Signal wires by layer:
Scale: 4 px per micron. Two of the layers only.
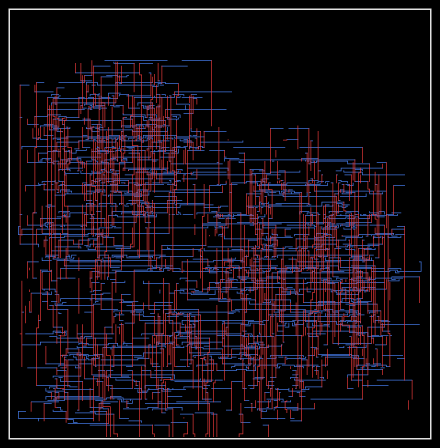
Placed standard cells:
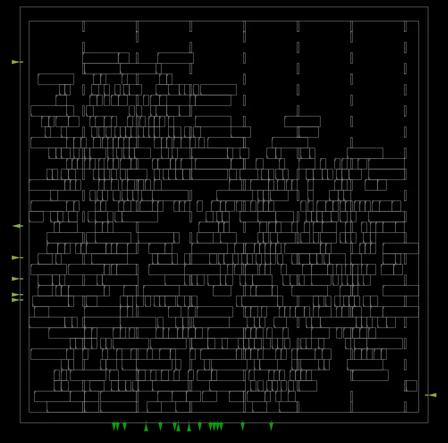
Sequential cells grouped by signal name:
Scale: 6 px per micron. Other sequential cells in the stronger gray, the rest of the logic in the fainter gray.
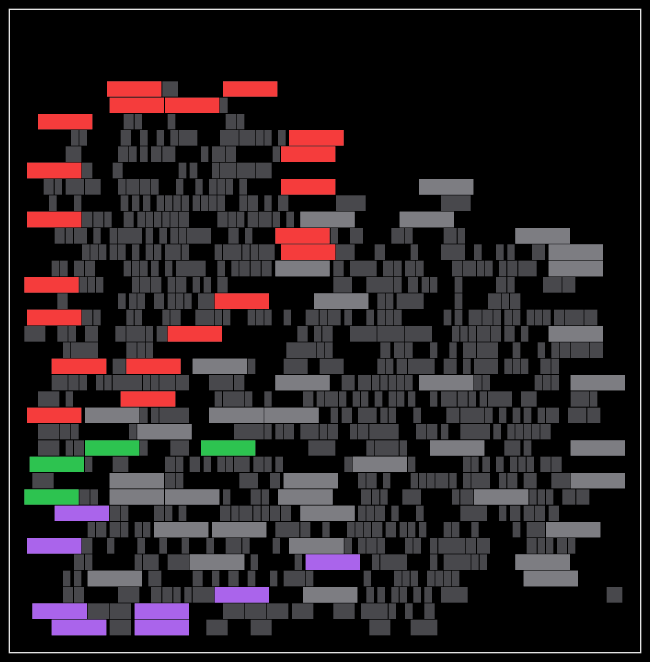
M3 wires:
Scale: 4 px per micron.
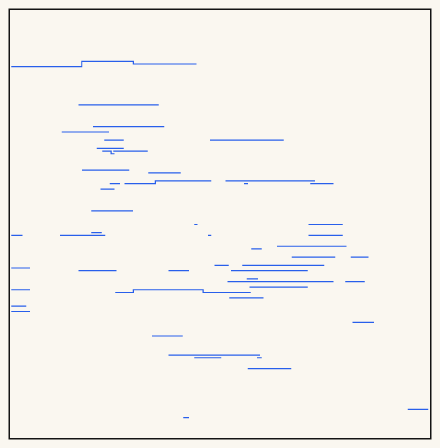
**config.mk**
```make
export PLATFORM = sky130hd
export DESIGN_NAME = lcd_nibble_rx
export DESIGN_NICKNAME = d
export VERILOG_FILES = /design/src/rtl/lcd_pkg.sv /design/src/rtl/lcd_gap_timer.sv /design/src/rtl/lcd_nibble_rx.sv
export SDC_FILE = /design/constraint.sdc
export NUM_CORES = 1
export LEC_CHECK = 0
export ABC_AREA = 1
export ABC_CLOCK_PERIOD_IN_PS = 4160
export CAP_MARGIN = 20
export CORE_AREA = 2 2 103 105
export DETAILED_ROUTE_END_ITERATION = 8
export DIE_AREA = 0 0 105 107
export GPL_ROUTABILITY_DRIVEN = 0
export PLACE_DENSITY = 0.68
export SLEW_MARGIN = 20
export SYNTH_ARGS = -nofsm -noshare
export SYNTH_HDL_FRONTEND = slang
export SYNTH_SLANG_ARGS = --single-unit
```
**constraint.sdc**
```tcl
create_clock -name clk -period 4.16 [get_ports clk]
set_input_delay 0.416 -clock clk [delete_from_list [all_inputs] [get_ports clk]]
set_output_delay 0.416 -clock clk [all_outputs]
set_load 0.05 [all_outputs]
```
**src/rtl/lcd_pkg.sv**
```systemverilog
// Shared definitions for the 4-bit character-LCD bus: receiver states,
// timing defaults (in clk cycles) used by the init/write FSMs and the
// receiver, and the command opcodes the receiver decodes.
package lcd_pkg;

    typedef enum logic [2:0] {
        PWR_WAIT = 3'd0,
        INIT2    = 3'd1,
        INIT3    = 3'd2,
        INIT4    = 3'd3,
        HI_NIB   = 3'd4,
        LO_NIB   = 3'd5
    } lcd_rx_state_t;

    localparam int T_POWERON_DEF = 750000;
    localparam int T_GAP1_DEF    = 205000;
    localparam int T_GAP2_DEF    = 5000;
    localparam int T_GAP3_DEF    = 2000;
    localparam int T_E_MIN_DEF   = 12;
    localparam int T_NIB_GAP_DEF = 50;
    localparam int T_CMD_GAP_DEF = 2000;
    localparam int T_CLR_GAP_DEF = 82000;

    localparam logic [7:0] CLEAR     = 8'h01;
    localparam logic [7:0] HOME      = 8'h02;
    localparam logic [7:0] SET_DDRAM = 8'h80;

    // Nibble the display expects in each init state (8-bit, 8-bit, 8-bit, then 4-bit mode).
    function automatic logic [3:0] init_nibble(input lcd_rx_state_t s);
        return (s == INIT4) ? 4'h2 : 4'h3;
    endfunction

    // Clear (0x01) or return-home (0x02/0x03, bit 0 is don't-care) command.
    function automatic logic is_clear_home(input logic rs, input logic [7:0] b);
        return !rs && ((b == CLEAR) || ((b & 8'hFE) == HOME));
    endfunction

endpackage

```
**src/rtl/lcd_gap_timer.sv**
```systemverilog
// Saturating cycle counter with restart and a "count below required" compare.
// Latency: count is registered; o_short is combinational from the register.
// Backpressure: none; the count simply advances on i_inc and saturates.
// Ports: i_clk/i_rst_n clock and async active-low reset; i_clr restarts the
//        count (at 1 when i_inc is also high); i_inc advances it; i_req is the
//        minimum acceptable count; o_short = count < i_req.
module lcd_gap_timer #(
    parameter int CNT_W = 20
) (
    input  logic             i_clk,
    input  logic             i_rst_n,
    input  logic             i_clr,
    input  logic             i_inc,
    input  logic [CNT_W-1:0] i_req,
    output logic             o_short
);

    localparam logic [CNT_W-1:0] ONE = {{(CNT_W-1){1'b0}}, 1'b1};

    logic [CNT_W-1:0] r_cnt;

    // Restarting at 1 when the restart cycle itself is counted makes the value
    // equal the number of qualifying cycles seen, edge cycle included.
    always_ff @(posedge i_clk or negedge i_rst_n) begin
        if (!i_rst_n) begin
            r_cnt <= '0;
        end else if (i_clr) begin
            r_cnt <= i_inc ? ONE : '0;
        end else if (i_inc && (r_cnt != '1)) begin
            r_cnt <= r_cnt + ONE;
        end
    end

    assign o_short = (r_cnt < i_req);

endmodule

```
**src/rtl/lcd_nibble_rx.sv**
```systemverilog
// Display-side receiver for the 4-bit LCD bus: init tracking, byte assembly, timing/protocol checks.
// Latency: rx_valid/rx_data/init_done update one clk after E is first sampled low.
// Backpressure: none; the bus cannot be stalled, violations only raise sticky flags.
// Ports: clk, reset (async active-low); LCD_E/LCD_RS/LCD_RW/SF_D bus inputs;
//        rx_valid/rx_data/rx_rs byte output; init_done, timing_err, proto_err status.
// Optional: define LCD_RX_DDRAM_EN to add rx_addr[6:0], the mirrored DDRAM cursor.
module lcd_nibble_rx
    import lcd_pkg::*;
#(
    parameter int CNT_W     = 20,
    parameter int T_POWERON = T_POWERON_DEF,
    parameter int T_GAP1    = T_GAP1_DEF,
    parameter int T_GAP2    = T_GAP2_DEF,
    parameter int T_GAP3    = T_GAP3_DEF,
    parameter int T_E_MIN   = T_E_MIN_DEF,
    parameter int T_NIB_GAP = T_NIB_GAP_DEF,
    parameter int T_CMD_GAP = T_CMD_GAP_DEF,
    parameter int T_CLR_GAP = T_CLR_GAP_DEF
) (
    input  logic       clk,
    input  logic       reset,
    input  logic       LCD_E,
    input  logic       LCD_RS,
    input  logic       LCD_RW,
    input  logic [3:0] SF_D,
    output logic       rx_valid,
    output logic [7:0] rx_data,
    output logic       rx_rs,
    output logic       init_done,
    output logic       timing_err,
`ifdef LCD_RX_DDRAM_EN
    output logic [6:0] rx_addr,
`endif
    output logic       proto_err
);

    lcd_rx_state_t    r_state;
    logic             r_e_q;
    logic [3:0]       r_d_q;
    logic             r_rs_q;
    logic             r_rw_q;
    logic [3:0]       r_hi;
    logic             r_hi_rs;
    logic             r_clr_prev;
    logic             r_rx_valid;
    logic [7:0]       r_rx_data;
    logic             r_rx_rs;
    logic             r_init_done;
    logic             r_timing_err;
    logic             r_proto_err;

    logic             w_rise;
    logic             w_fall;
    logic             w_rise_wr;
    logic             w_fall_wr;
    logic             w_width_short;
    logic             w_gap_short;
    logic             w_nib_ok;
    logic [7:0]       w_byte;
    logic [CNT_W-1:0] w_gap_req;

    assign w_rise    = LCD_E & ~r_e_q;
    assign w_fall    = r_e_q & ~LCD_E;
    // Read strobes are invisible to the protocol: RW at the rise gates the gap
    // check, RW of the last E-high cycle gates capture at the fall.
    assign w_rise_wr = w_rise & ~LCD_RW;
    assign w_fall_wr = w_fall & ~r_rw_q;
    assign w_nib_ok  = (r_d_q == init_nibble(r_state));
    assign w_byte    = {r_hi, r_d_q};

    always_comb begin
        w_gap_req = CNT_W'(T_CMD_GAP);
        case (r_state)
            PWR_WAIT: w_gap_req = CNT_W'(T_POWERON);
            INIT2:    w_gap_req = CNT_W'(T_GAP1);
            INIT3:    w_gap_req = CNT_W'(T_GAP2);
            INIT4:    w_gap_req = CNT_W'(T_GAP3);
            HI_NIB:   w_gap_req = r_clr_prev ? CNT_W'(T_CLR_GAP) : CNT_W'(T_CMD_GAP);
            LO_NIB:   w_gap_req = CNT_W'(T_NIB_GAP);
            default:  w_gap_req = CNT_W'(T_CMD_GAP);
        endcase
    end

    lcd_gap_timer #(.CNT_W(CNT_W)) u_width (
        .i_clk   (clk),
        .i_rst_n (reset),
        .i_clr   (w_rise),
        .i_inc   (LCD_E),
        .i_req   (CNT_W'(T_E_MIN)),
        .o_short (w_width_short)
    );

    // After reset E is low, so this counts from reset release in PWR_WAIT.
    lcd_gap_timer #(.CNT_W(CNT_W)) u_gap (
        .i_clk   (clk),
        .i_rst_n (reset),
        .i_clr   (w_fall_wr),
        .i_inc   (~LCD_E),
        .i_req   (w_gap_req),
        .o_short (w_gap_short)
    );

    always_ff @(posedge clk or negedge reset) begin
        if (!reset) begin
            r_state      <= PWR_WAIT;
            r_e_q        <= 1'b0;
            r_d_q        <= 4'h0;
            r_rs_q       <= 1'b0;
            r_rw_q       <= 1'b0;
            r_hi         <= 4'h0;
            r_hi_rs      <= 1'b0;
            r_clr_prev   <= 1'b0;
            r_rx_valid   <= 1'b0;
            r_rx_data    <= 8'h00;
            r_rx_rs      <= 1'b0;
            r_init_done  <= 1'b0;
            r_timing_err <= 1'b0;
            r_proto_err  <= 1'b0;
        end else begin
            r_e_q      <= LCD_E;
            r_rx_valid <= 1'b0;
            // Sampled every E-high cycle so the fall sees the last-high-cycle values.
            if (LCD_E) begin
                r_d_q  <= SF_D;
                r_rs_q <= LCD_RS;
                r_rw_q <= LCD_RW;
            end
            if (w_rise_wr && w_gap_short) begin
                r_timing_err <= 1'b1;
            end
            if (w_fall_wr) begin
                if (w_width_short) begin
                    r_timing_err <= 1'b1;
                end
                case (r_state)
                    PWR_WAIT: if (w_nib_ok) r_state <= INIT2; else r_proto_err <= 1'b1;
                    INIT2:    if (w_nib_ok) r_state <= INIT3; else r_proto_err <= 1'b1;
                    INIT3:    if (w_nib_ok) r_state <= INIT4; else r_proto_err <= 1'b1;
                    INIT4: begin
                        if (w_nib_ok) begin
                            r_state     <= HI_NIB;
                            r_init_done <= 1'b1;
                        end else begin
                            r_proto_err <= 1'b1;
                        end
                    end
                    HI_NIB: begin
                        r_hi    <= r_d_q;
                        r_hi_rs <= r_rs_q;
                        r_state <= LO_NIB;
                    end
                    LO_NIB: begin
                        r_rx_data  <= w_byte;
                        r_rx_rs    <= r_hi_rs;
                        r_rx_valid <= 1'b1;
                        r_clr_prev <= is_clear_home(r_hi_rs, w_byte);
                        if (r_rs_q != r_hi_rs) begin
                            r_proto_err <= 1'b1;
                        end
                        r_state <= HI_NIB;
                    end
                    default: r_state <= PWR_WAIT;
                endcase
            end
        end
    end

`ifdef LCD_RX_DDRAM_EN
    logic [6:0] r_addr;

    always_ff @(posedge clk or negedge reset) begin
        if (!reset) begin
            r_addr <= 7'h00;
        end else if (w_fall_wr && (r_state == LO_NIB)) begin
            if (r_hi_rs) begin
                r_addr <= r_addr + 7'd1;
            end else if ((w_byte & SET_DDRAM) != 8'h00) begin
                r_addr <= w_byte[6:0];
            end else if (is_clear_home(1'b0, w_byte)) begin
                r_addr <= 7'h00;
            end
        end
    end

    assign rx_addr = r_addr;
`endif

    assign rx_valid   = r_rx_valid;
    assign rx_data    = r_rx_data;
    assign rx_rs      = r_rx_rs;
    assign init_done  = r_init_done;
    assign timing_err = r_timing_err;
    assign proto_err  = r_proto_err;

endmodule

```
==> flow_metrics.tcl <==
# yosys + openroad results
set metrics [dict create \
    power_mw 1.574 \
    grt.busiest_layer "met2" \
    endpoint "r_hi[3]" \
    r2r_cells 16 \
    hp-class "in2async" \
    clock_area_frac 0.03950 \
    pg_comb_mw 0.270 \
    dr.max_layer_used "met4" \
    drtIter0Drc 259 \
    path_class "in2reg" \
    grtUsageMet2 0.3442 \
    postCtsHoldBufs 0 \
    tool_warnings 26 \
    ant_nets 0 \
    yosysMostFrequentCell "nand2_1" \
    yosysTopAreaCell "dfrtp_1" \
    synthTopCellsByArea "dfrtp_1 (39%), nand2_1 (17%), nor2_1 (5.7%)" \
    placedCellCount 769 \
    dp_slack_ns 1.422 \
    lay_top_count "nand2_1" \
    endpoint_kind "flip-flop" \
    tightest_slew_ns 0.5984 \
    p_int_mw 1.033 \
    post-cts-setup-buffer-count 0 \
    finalMaxSlewViolations 0 \
    path_delay_family "buffers and inverters" \
    reg2reg_to "timing_err" \
    pwr_density_cell_nw_per_um2 318.5 \
    synthTopLogicFamily "simple AND/OR/NAND/NOR gates" \
    final-comb-area_sq_um 2369 \
    maxSlewHeadroom 0.6010 \
    cts_max_level 3 \
    holdWs_ns 0.04748 \
    syn_avg_cell_area_sq_um 7.190 \
    ys_warn_count 0 \
    swShare 0.3433 \
    finClkSkew_ns 0.01278 \
    most-common-layout-cells "nand2_1 (198), dfrtp_1 (69), nor2_1 (68), inv_1 (65), nand3_1 (50)" \
    power_frac_comb 0.171 \
    path_depth 7 \
    adder_share 0.04469 \
    crit_fanout 19 \
    fp_util 0.4438 \
    crit_required_ns 4.44 \
    outcome "finished, final reports clean" \
    viasPerCell 5.098 \
    met1_length_microns 4789 \
    ir_worst_vdd_mv 0.2694 \
    period_used_share 0.5664 \
    synthTopCellsByCount "nand2_1 (198), dfrtp_1 (69), nor2_1 (68)" \
    totalNegativeSetupSlack_ns 0 \
    numSynthFlops 69 \
    finalSetupViolations 0 \
    cts_tree "built" \
    synthArstFlopShare 1.000 \
    logic_gates 473 \
    cts_made_buffers 9 \
    synth-compound-area-share 0.09274 \
    clockBufferDepth 2 \
    ys_seq_share 0.3855 \
    firstDrtPassIters 5 \
    grt_overflow 0 \
    diodes 0 \
    arrival_ns 2.64 \
    comb_share 0.4794 \
    grt_pass1_vias 4000 \
    p_leak_nw 2.256 \
    synth_top_area_share 0.3855 \
    pg_clk_mw 0.557 \
    synth_nets 648 \
    drc_errors 0 \
    fin_crit_ns 2.356 \
    clkbuf_count 9 \
    r2r-start "r_state[1]" \
    rsz0062_at_grt "no" \
    n_tap_cell 136 \
    hold_viol 0 \
    nNonClkInverters 69 \
    die-area_sq_um 11240 \
    ys_area_sq_um 4479 \
    slowest_delay_ns 0.83 \
    layout_setup_ws_ns 1.804 \
    cts.sinks 69 \
    synth_area_sq_um 4479 \
    antenna_found_initial 0 \
    stdcell_area_sq_um 4941 \
    wl_met3_microns 512 \
    cap_viol_max_count 0 \
    clock_latency_ns 0.36 \
    ys_cells 623 \
]
-- 'signal wires by layer' (at the start) --
| color | layer | wire length |
|---|---|---|
| blue | metal 1 | 4790 microns |
| red | metal 2 | 4870 microns |
Vias: 4002
Avg WL per Cell: 13.13 microns
final wirelength: 10310 microns

-- 'placed standard cells' (at the start) --
fraction of area in registers: 0.3495
registers: 69
fill count: 1010
core area: 10090 sq um

-- 'sequential cells grouped by signal name' (at the start) --
| color | signal | sequential cells |
|---|---|---|
| green | r_d_q | 4 |
| red | u_width.r_cnt | 20 |
| purple | rx_data | 8 |
not colored: 37
FF+latch area: 1727 sq um
Util after Layout: 0.4896
seq pwr: 0.747 mW

-- 'M3 wires' (at the start) --
nets with wire on the layer: 41
share of all routed wire: 5.0%
met3 Track Usage GR: 0.03891

No activity file was given, so power comes from the tool's default toggle rates.
